==> config.mk <==
export PLATFORM = sky130hd
export DESIGN_NAME = apple2_ps2_keyboard_flat
export DESIGN_NICKNAME = d
export VERILOG_FILES = /design/src/rtl/apple2_ps2_keyboard_if.sv /design/src/rtl/apple2_ps2_keyboard.sv /design/src/flat_wrapper.sv
export SDC_FILE = /design/constraint.sdc
export NUM_CORES = 1
export LEC_CHECK = 0
export CORE_UTILIZATION = 55
export DETAILED_ROUTE_END_ITERATION = 7
export GPL_TIMING_DRIVEN = 0
export PLACE_DENSITY = 0.77
export RECOVER_POWER = 100
export SLEW_MARGIN = 20
export SYNTH_ARGS = -nofsm -noshare
export SYNTH_HDL_FRONTEND = slang
export SYNTH_SLANG_ARGS = --single-unit
export TNS_END_PERCENT = 30
==> constraint.sdc <==
create_clock -name Clock_50Mhz -period 7.4 [get_ports Clock_50Mhz]
set_input_delay 1.48 -clock Clock_50Mhz [delete_from_list [all_inputs] [get_ports Clock_50Mhz]]
set_output_delay 1.48 -clock Clock_50Mhz [all_outputs]
set_load 0.005 [all_outputs]
==> src/rtl/apple2_ps2_keyboard_if.sv <==
// Keyboard-side bus of the Apple II $C000/$C010 interface: PS/2 lines in, latched key out.
// The any_key_down signal exists only when APPLE2_ANYKEY_EN is defined.
interface apple2_ps2_keyboard_if;
  logic       ps2_clk;
  logic       ps2_data;
  logic       read_key;
  logic [7:0] keyboard_data_l;
  logic       frame_error;
  // Receiver FSM state for debug: 0 IDLE, 1 DATA, 2 PARITY, 3 STOP.
  logic [1:0] rx_state;
`ifdef APPLE2_ANYKEY_EN
  logic       any_key_down;

  modport slave  (input  ps2_clk, ps2_data, read_key,
                  output keyboard_data_l, frame_error, rx_state, any_key_down);
  modport master (output ps2_clk, ps2_data, read_key,
                  input  keyboard_data_l, frame_error, rx_state, any_key_down);
`else
  modport slave  (input  ps2_clk, ps2_data, read_key,
                  output keyboard_data_l, frame_error, rx_state);
  modport master (output ps2_clk, ps2_data, read_key,
                  input  keyboard_data_l, frame_error, rx_state);
`endif
endinterface

==> src/rtl/apple2_ps2_keyboard.sv <==
// PS/2 set-2 receiver and decoder producing the Apple II $C000 key latch {strobe, ascii}.
// Optional held-key counter and any_key_down output are enabled with APPLE2_ANYKEY_EN.
module apple2_ps2_keyboard #(
  parameter int CLK_FREQ_HZ = 50000000,
  parameter int TIMEOUT_US  = 200,
  parameter int FILTER_LEN  = 8
) (
  input logic                  Clock_50Mhz,
  input logic                  RESET_N,
  apple2_ps2_keyboard_if.slave kbd
);

  localparam int TIMEOUT_CYC = CLK_FREQ_HZ / 1000000 * TIMEOUT_US;
  localparam int TO_W        = $clog2(TIMEOUT_CYC + 1);
  localparam int FL_W        = $clog2(FILTER_LEN + 1);

  typedef enum logic [1:0] {IDLE, DATA, PARITY, STOP} rx_state_t;

  logic [1:0]      clk_sync;
  logic [1:0]      data_sync;
  logic            clk_filt;
  logic [FL_W-1:0] filt_cnt;
  logic            fall;

  rx_state_t       state;
  logic [2:0]      bit_cnt;
  logic [7:0]      shift_reg;
  logic            parity_bit;
  logic [TO_W-1:0] to_cnt;
  logic            rx_valid;
  logic            frame_err_q;

  logic [7:0]      key_q;
  logic            shift_q;
  logic            ctrl_q;
  logic            ext_q;
  logic            brk_q;
  logic            map_hit;
  logic [6:0]      map_ascii;

  always_ff @(posedge Clock_50Mhz or negedge RESET_N) begin
    if (!RESET_N) begin
      clk_sync  <= 2'b11;
      data_sync <= 2'b11;
    end else begin
      clk_sync  <= {clk_sync[0], kbd.ps2_clk};
      data_sync <= {data_sync[0], kbd.ps2_data};
    end
  end

  // The filtered level flips only after FILTER_LEN consecutive samples disagree with it.
  always_ff @(posedge Clock_50Mhz or negedge RESET_N) begin
    if (!RESET_N) begin
      clk_filt <= 1'b1;
      filt_cnt <= '0;
      fall     <= 1'b0;
    end else begin
      fall <= 1'b0;
      if (clk_sync[1] == clk_filt) begin
        filt_cnt <= '0;
      end else if (filt_cnt == FL_W'(FILTER_LEN - 1)) begin
        clk_filt <= clk_sync[1];
        filt_cnt <= '0;
        fall     <= clk_filt;
      end else begin
        filt_cnt <= filt_cnt + 1'b1;
      end
    end
  end

  always_ff @(posedge Clock_50Mhz or negedge RESET_N) begin
    if (!RESET_N) begin
      state       <= IDLE;
      bit_cnt     <= '0;
      shift_reg   <= '0;
      parity_bit  <= 1'b0;
      to_cnt      <= '0;
      rx_valid    <= 1'b0;
      frame_err_q <= 1'b0;
    end else begin
      rx_valid    <= 1'b0;
      frame_err_q <= 1'b0;
      if (fall) begin
        case (state)
          IDLE: begin
            if (!data_sync[1]) begin
              state   <= DATA;
              bit_cnt <= '0;
            end
          end
          DATA: begin
            shift_reg <= {data_sync[1], shift_reg[7:1]};
            bit_cnt   <= bit_cnt + 3'd1;
            if (bit_cnt == 3'd7) state <= PARITY;
          end
          PARITY: begin
            parity_bit <= data_sync[1];
            state      <= STOP;
          end
          STOP: begin
            state <= IDLE;
            if (data_sync[1] && (^shift_reg ^ parity_bit)) rx_valid <= 1'b1;
            else frame_err_q <= 1'b1;
          end
          default: state <= IDLE;
        endcase
      end
      // Gap watchdog between falls; state only changes here when no fall is present.
      if (state != IDLE && !fall) begin
        if (to_cnt == TO_W'(TIMEOUT_CYC - 1)) begin
          state       <= IDLE;
          frame_err_q <= 1'b1;
          to_cnt      <= '0;
        end else begin
          to_cnt <= to_cnt + 1'b1;
        end
      end else begin
        to_cnt <= '0;
      end
    end
  end

  function automatic logic [7:0] key_map(input logic [7:0] code, input logic ext,
                                         input logic shift, input logic ctrl);
    logic [6:0] a;
    logic       hit;
    a   = '0;
    hit = 1'b1;
    if (ext) begin
      case (code)
        8'h6B:   a = 7'h08;
        8'h74:   a = 7'h15;
        default: hit = 1'b0;
      endcase
    end else begin
      case (code)
        8'h1C: a = 7'h41;  8'h32: a = 7'h42;  8'h21: a = 7'h43;  8'h23: a = 7'h44;
        8'h24: a = 7'h45;  8'h2B: a = 7'h46;  8'h34: a = 7'h47;  8'h33: a = 7'h48;
        8'h43: a = 7'h49;  8'h3B: a = 7'h4A;  8'h42: a = 7'h4B;  8'h4B: a = 7'h4C;
        8'h3A: a = 7'h4D;  8'h31: a = 7'h4E;  8'h44: a = 7'h4F;  8'h4D: a = 7'h50;
        8'h15: a = 7'h51;  8'h2D: a = 7'h52;  8'h1B: a = 7'h53;  8'h2C: a = 7'h54;
        8'h3C: a = 7'h55;  8'h2A: a = 7'h56;  8'h1D: a = 7'h57;  8'h22: a = 7'h58;
        8'h35: a = 7'h59;  8'h1A: a = 7'h5A;
        8'h16: a = shift ? 7'h21 : 7'h31;
        8'h1E: a = shift ? 7'h40 : 7'h32;
        8'h26: a = shift ? 7'h23 : 7'h33;
        8'h25: a = shift ? 7'h24 : 7'h34;
        8'h2E: a = shift ? 7'h25 : 7'h35;
        8'h36: a = shift ? 7'h5E : 7'h36;
        8'h3D: a = shift ? 7'h26 : 7'h37;
        8'h3E: a = shift ? 7'h2A : 7'h38;
        8'h46: a = shift ? 7'h28 : 7'h39;
        8'h45: a = shift ? 7'h29 : 7'h30;
        8'h41: a = shift ? 7'h3C : 7'h2C;
        8'h49: a = shift ? 7'h3E : 7'h2E;
        8'h4A: a = shift ? 7'h3F : 7'h2F;
        8'h4C: a = shift ? 7'h3A : 7'h3B;
        8'h52: a = shift ? 7'h22 : 7'h27;
        8'h4E: a = shift ? 7'h5F : 7'h2D;
        8'h55: a = shift ? 7'h2B : 7'h3D;
        8'h29: a = 7'h20;
        8'h5A: a = 7'h0D;
        8'h66: a = 7'h08;
        8'h76: a = 7'h1B;
        default: hit = 1'b0;
      endcase
      // Only letters live in 41..5A in this map, so ctrl folds nothing else.
      if (ctrl && a >= 7'h41 && a <= 7'h5A) a = a & 7'h1F;
    end
    return {hit, a};
  endfunction

  assign {map_hit, map_ascii} = key_map(shift_reg, ext_q, shift_q, ctrl_q);

`ifdef APPLE2_ANYKEY_EN
  logic [2:0] held_cnt;
  assign kbd.any_key_down = (held_cnt != 3'd0);
`endif

  // read_key is applied first so a key landing in the same cycle keeps its strobe.
  always_ff @(posedge Clock_50Mhz or negedge RESET_N) begin
    if (!RESET_N) begin
      key_q   <= 8'h00;
      shift_q <= 1'b0;
      ctrl_q  <= 1'b0;
      ext_q   <= 1'b0;
      brk_q   <= 1'b0;
`ifdef APPLE2_ANYKEY_EN
      held_cnt <= 3'd0;
`endif
    end else begin
      if (kbd.read_key) key_q[7] <= 1'b0;
      if (rx_valid) begin
        if (shift_reg == 8'hE0) begin
          ext_q <= 1'b1;
        end else if (shift_reg == 8'hF0) begin
          brk_q <= 1'b1;
        end else begin
          ext_q <= 1'b0;
          brk_q <= 1'b0;
          if (shift_reg == 8'h12 || shift_reg == 8'h59) begin
            shift_q <= ~brk_q;
          end else if (shift_reg == 8'h14) begin
            ctrl_q <= ~brk_q;
          end else if (map_hit) begin
            if (!brk_q) key_q <= {1'b1, map_ascii};
`ifdef APPLE2_ANYKEY_EN
            if (!brk_q) begin
              if (held_cnt != 3'd7) held_cnt <= held_cnt + 3'd1;
            end else if (held_cnt != 3'd0) begin
              held_cnt <= held_cnt - 3'd1;
            end
`endif
          end
        end
      end
    end
  end

  assign kbd.keyboard_data_l = key_q;
  assign kbd.frame_error     = frame_err_q;
  assign kbd.rx_state        = state;

endmodule
==> src/flat_wrapper.sv <==
// flat-port wrapper written by rule: the top's interface ports become plain ports
module apple2_ps2_keyboard_flat 
#(
  parameter int CLK_FREQ_HZ = 50000000,
  parameter int TIMEOUT_US  = 200,
  parameter int FILTER_LEN  = 8
)
  (Clock_50Mhz, RESET_N, kbd_ps2_clk, kbd_ps2_data, kbd_read_key, kbd_keyboard_data_l, kbd_frame_error, kbd_rx_state);
  apple2_ps2_keyboard_if kbd_i ();
  input logic Clock_50Mhz;
  input logic RESET_N;
  input wire logic [$bits(kbd_i.ps2_clk)-1:0] kbd_ps2_clk;
  input wire logic [$bits(kbd_i.ps2_data)-1:0] kbd_ps2_data;
  input wire logic [$bits(kbd_i.read_key)-1:0] kbd_read_key;
  output wire logic [$bits(kbd_i.keyboard_data_l)-1:0] kbd_keyboard_data_l;
  output wire logic [$bits(kbd_i.frame_error)-1:0] kbd_frame_error;
  output wire logic [$bits(kbd_i.rx_state)-1:0] kbd_rx_state;
  assign kbd_i.ps2_clk = kbd_ps2_clk;
  assign kbd_i.ps2_data = kbd_ps2_data;
  assign kbd_i.read_key = kbd_read_key;
  assign kbd_keyboard_data_l = kbd_i.keyboard_data_l;
  assign kbd_frame_error = kbd_i.frame_error;
  assign kbd_rx_state = kbd_i.rx_state;
  apple2_ps2_keyboard #(.CLK_FREQ_HZ(CLK_FREQ_HZ), .TIMEOUT_US(TIMEOUT_US), .FILTER_LEN(FILTER_LEN)) u_core (.Clock_50Mhz(Clock_50Mhz), .RESET_N(RESET_N), .kbd(kbd_i));
endmodule
Run 1, port wiring:
Drawn at 4 px/µm.
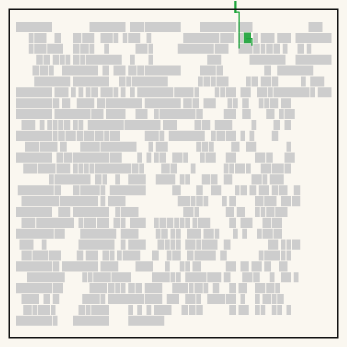
| color | port | bits | direction | edge | end cells | buffers | wire |
|---|---|---|---|---|---|---|---|
| green | `kbd_read_key` | 1 | input | north | 1 | 1 | 13.3 µm |
# IOs: 16
Port Buf Inserts: 15

Run 1, selected gate families:
Drawn at 6 px/µm.
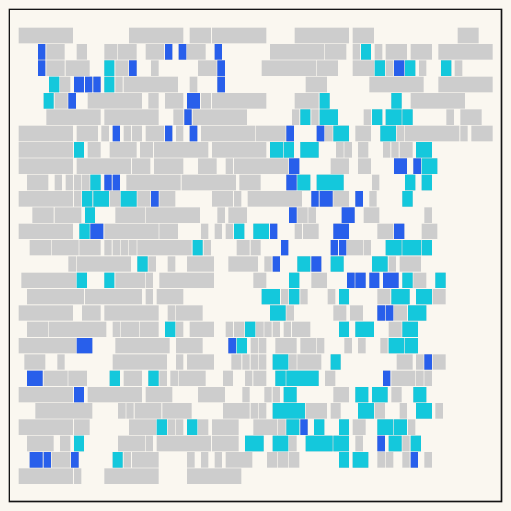
| color | family | cells | where |
|---|---|---|---|
| cyan | aoi and oai cells | 94 | spread over the die |
| blue | nor cells | 59 | spread over the die |
most frequent logic cell in the layout: nand2_1
combinational share of cell area: 52.28%
final non-filler cell total: 518

Run 1, clock wiring as the flow saved it:
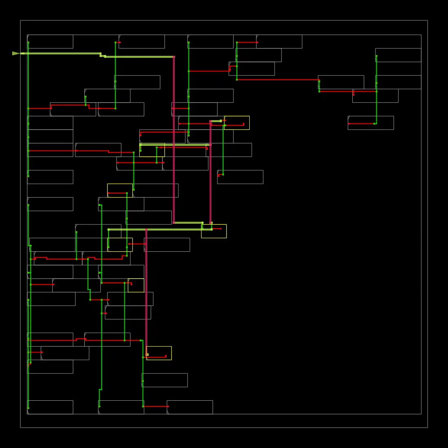
clock buffer count from CTS: 5
CTS sink cnt: 52
Seq cells: 52

==> impl_metrics.json, run 1 <==
{
  "outcome": "finished with violations",
  "failed_checks": "capacitance limit, slew limit",
  "die_h_um": 81.78,
  "start_kind": "flop",
  "ys_types": 57,
  "tool_warnings": 38,
  "p_sw_mw": 0.1130,
  "holdPathStages": 0,
  "ys_seq_share_pct": 37.35,
  "finalHoldViolations": 0,
  "synthArstFlopShare_pct": 100.0,
  "largest_reg_flops": 14,
  "worst_ep_required_time_ps": 7570,
  "syn-cell-area_um2": 3501,
  "grt_pass1_wl_um": 14920,
  "post_cts_resized": 0,
  "endpoint_kind": "flop",
  "clockBufferDepth": 2,
  "slew_viol_final": 35,
  "power_density_nw_per_um2": 130.0,
  "dp_hpwl_um": 6683,
  "worst_r2r_endpoint": "u_core.kbd.keyboard_data_l[7]",
  "worst_pin_slew_ps": 1782,
  "holdPathEnd": "u_core.data_sync[1]",
  "p_clk_share_pct": 33.3,
  "nNetsFinal": 468,
  "viasPerCell": 6.475,
  "p_clk_mw": 0.165,
  "cts_hold_buf": 0,
  "rr_startpoint": "u_core.shift_reg[3]",
  "crit_buf_inv": 4,
  "dp.cells": 511,
  "ff2ff_setup_slack_ps": 3660,
  "ys.flops": 52,
  "clkSlewWorstSetupHoldPaths_ps": 90,
  "grt_setup_unrepaired": "false",
  "core_um2": 6026,
  "drcViolationCount": 0,
  "edf_count": 0,
  "switching_share_pct": 22.76,
  "powerComb_mw": 0.0276,
  "fin_crit_ps": 3739,
  "clock_skew_ps": 6.986,
  "antenna_found_initial": 0,
  "worstHoldPathType": "flop to flop",
  "path_depth": 11,
  "root_buffer": "clkbuf_8",
  "maxCapViolCount": 1
}
==> run 1: per-stage QoR <==
stage | setup slack [ps] | instance area [µm²]
global placement | 3416 | 3745
detailed placement | 4420 | 3760
global route | 3349 | 3820
floorplan | 4805 | 3501
finish | 3661 | 3820
CTS | 4397 | 3851
==> run 1: metal layers <==
metal | routed length, µm | part of all wire [%]
met1 | 3794 | 41
met2 | 4362 | 47
met3 | 670 | 7.3
met4 | 382 | 4.1
met5 | 0 | 0
==> run 1: area by class of cell <==
type,instances,area (µm²)
Timing Repair Buffer,16,147.6
Tap cell,75,93.84
Fill cell,524,2206
Inverter,16,60.06
Buffer,26,122.6
Clock buffer,6,82.58
Sequential cell,52,1308
Multi-Input combinational cell,326,1997
Clock inverter,1,8.758
## Run 2: what changed since run 1
PLACE_DENSITY = 0.79   (was 0.77)
clock period = 3.4 ns   (was 7.4 ns; I/O delays follow)
Run 2, cell density map:
Drawn at 3 px/µm. The die is cut into 8 by 8 equal tiles; dark purple is low, yellow is high, 0 to 100% covered.
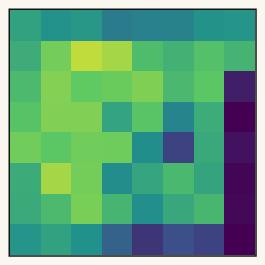
mean over tiles: 56%
fullest tile: 90%
densest ninth of the die: west
tiles over 75% full: 23%
nearly empty tiles: 4.7%
emptiest ninth of the die: south-east
Layout Utilization: 63.66%
fp_density: 58.10%
Core Region: 6026 µm²

==> impl_metrics.json, run 2 <==
{
  "pin_count": 16,
  "start_kind": "flop",
  "clockBufferDepth": 2,
  "finalHoldViolations": 0,
  "clock_skew_ps": 14.06,
  "worst_slack_ps": 276.1,
  "comb_area_um2": 2004,
  "layout_top_cell": "nand2_1",
  "dr_wl_met2_um": 4402,
  "cts_hold_buf": 0,
  "cts_made_buffers": 5,
  "outcome": "finished with violations",
  "drcViolationCount": 0,
  "root_buffer": "clkbuf_8",
  "worstHoldPathType": "flop to flop",
  "dp_hpwl_um": 6869,
  "maxCapViolCount": 1,
  "slew_viol_final": 34,
  "ff2ff_setup_slack_ps": 280,
  "ys_seq_share_pct": 37.35,
  "endpoint_kind": "flop",
  "worst_ep_required_time_ps": 3590,
  "failed_checks": "capacitance limit, slew limit",
  "cts.sinks": 52,
  "worst_r2r_endpoint": "u_core.kbd.keyboard_data_l[7]",
  "holdPathEnd": "u_core.data_sync[1]",
  "fill_cells": 511,
  "drt-met1-wl_um": 3801,
  "worst_pin_slew_ps": 1765,
  "viasPerCell": 6.285,
  "ys.flops": 52,
  "crit_buf_inv": 3,
  "edf_count": 0,
  "grt_setup_unrepaired": "false",
  "path_depth": 10,
  "power_density_nw_per_um2": 286.6,
  "rr_startpoint": "u_core.shift_reg[0]",
  "fin_crit_ps": 3124,
  "post_cts_resized": 0,
  "synthArstFlopShare_pct": 100.0,
  "holdPathStages": 0
}
## run 2: cell type report
| cell class | instances | share of cell area [%] |
|---|---|---|
| timing repair buffer | 16 | 3.849 |
| clock inverter | 3 | 0.7502 |
| clock buffer | 5 | 1.794 |
| inverter | 16 | 1.566 |
| sequential | 52 | 34.08 |
| multi-input combinational | 326 | 52.25 |
| buffer | 26 | 3.262 |
| tap | 75 | 2.446 |
## run 2: metrics by stage
stage | power, mW | instance area, µm²
2_1_floorplan | 0.7077 | 3501
3_3_place_gp | 0.7312 | 3745
3_5_place_dp | 0.7376 | 3760
4_1_cts | 1.116 | 3857
5_1_grt | 1.142 | 3836
6_report | 1.100 | 3836
## Run 3: what changed since run 2
CAP_MARGIN = 15   (was default)
CTS_CLUSTER_SIZE = 24   (was default)
PLACE_DENSITY = 0.77   (was 0.79)
clock period = 3.02 ns   (was 3.4 ns; I/O delays follow)
Run 3, selected gate families:
Drawn at 6 px/µm.
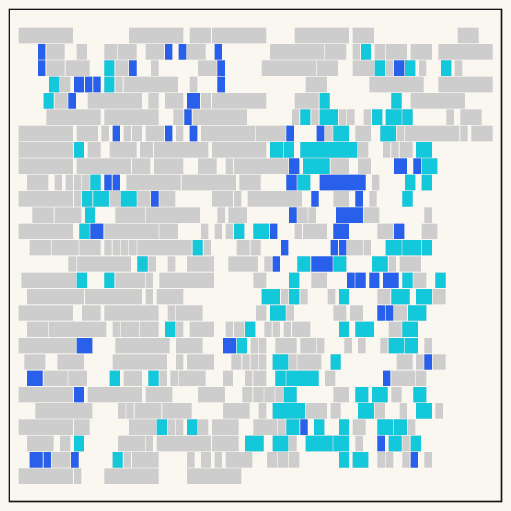
| color | family | cells | where |
|---|---|---|---|
| blue | nor cells | 59 | spread over the die |
| cyan | aoi and oai cells | 94 | spread over the die |

==> impl_metrics.json, run 3 <==
{
  "dp_hpwl_um": 6683,
  "fp_util_pct": 58.10,
  "rr_startpoint": "u_core.shift_reg[4]",
  "endpoint_kind": "flop",
  "slew_viol_final": 0,
  "worst_pin_slew_ps": 1482,
  "maxCapViolCount": 0,
  "crit_buf_inv": 2,
  "cts_made_buffers": 5,
  "fin_crit_ps": 2936,
  "worstHoldPathType": "flop to flop",
  "ff2ff_setup_slack_ps": 80,
  "synthArstFlopShare_pct": 100.0,
  "layout_top_cell": "nand2_1",
  "drcViolationCount": 0,
  "viasPerCell": 6.427,
  "power_density_nw_per_um2": 312.6,
  "core_um2": 6026,
  "holdPathEnd": "u_core.data_sync[1]",
  "worst_slack_ps": 84.35,
  "clock_skew_ps": 7.026,
  "placed_cell_area_um2": 3760,
  "dr_wl_met2_um": 4326,
  "ys_seq_share_pct": 37.35,
  "worst_r2r_endpoint": "u_core.kbd.keyboard_data_l[6]",
  "holdPathStages": 0,
  "cts_hold_buf": 0,
  "design_area_um2": 3887,
  "outcome": "complete, no violations",
  "root_buffer": "clkbuf_8",
  "path_depth": 10,
  "cts.sinks": 52,
  "ys.flops": 52,
  "power_mw": 1.215,
  "worst_ep_required_time_ps": 3210,
  "edf_count": 0,
  "drt-met1-wl_um": 3726
}
## run 3: cell counts after synthesis
No cell type changed its count.
## run 3: cell type report
| type | instances | area [µm²] | area share (%) |
|---|---|---|---|
| plain buffers | 26 | 131.4 | 3.379 |
| clock buffers | 6 | 82.58 | 2.124 |
| clock inverters | 1 | 8.758 | 0.2253 |
| inverters | 16 | 60.06 | 1.545 |
| multi-input cells | 326 | 2047 | 52.66 |
| flip-flops and latches | 52 | 1308 | 33.63 |
| well taps | 75 | 93.84 | 2.414 |
| repair buffers | 16 | 156.4 | 4.023 |
## run 3: what timing repair did
action                     in CTS  in global routing
hold endpoints to repair        0                  0
setup endpoints to repair       0                  8
resized                         0                 17
Power and IR drop assume default switching activity.
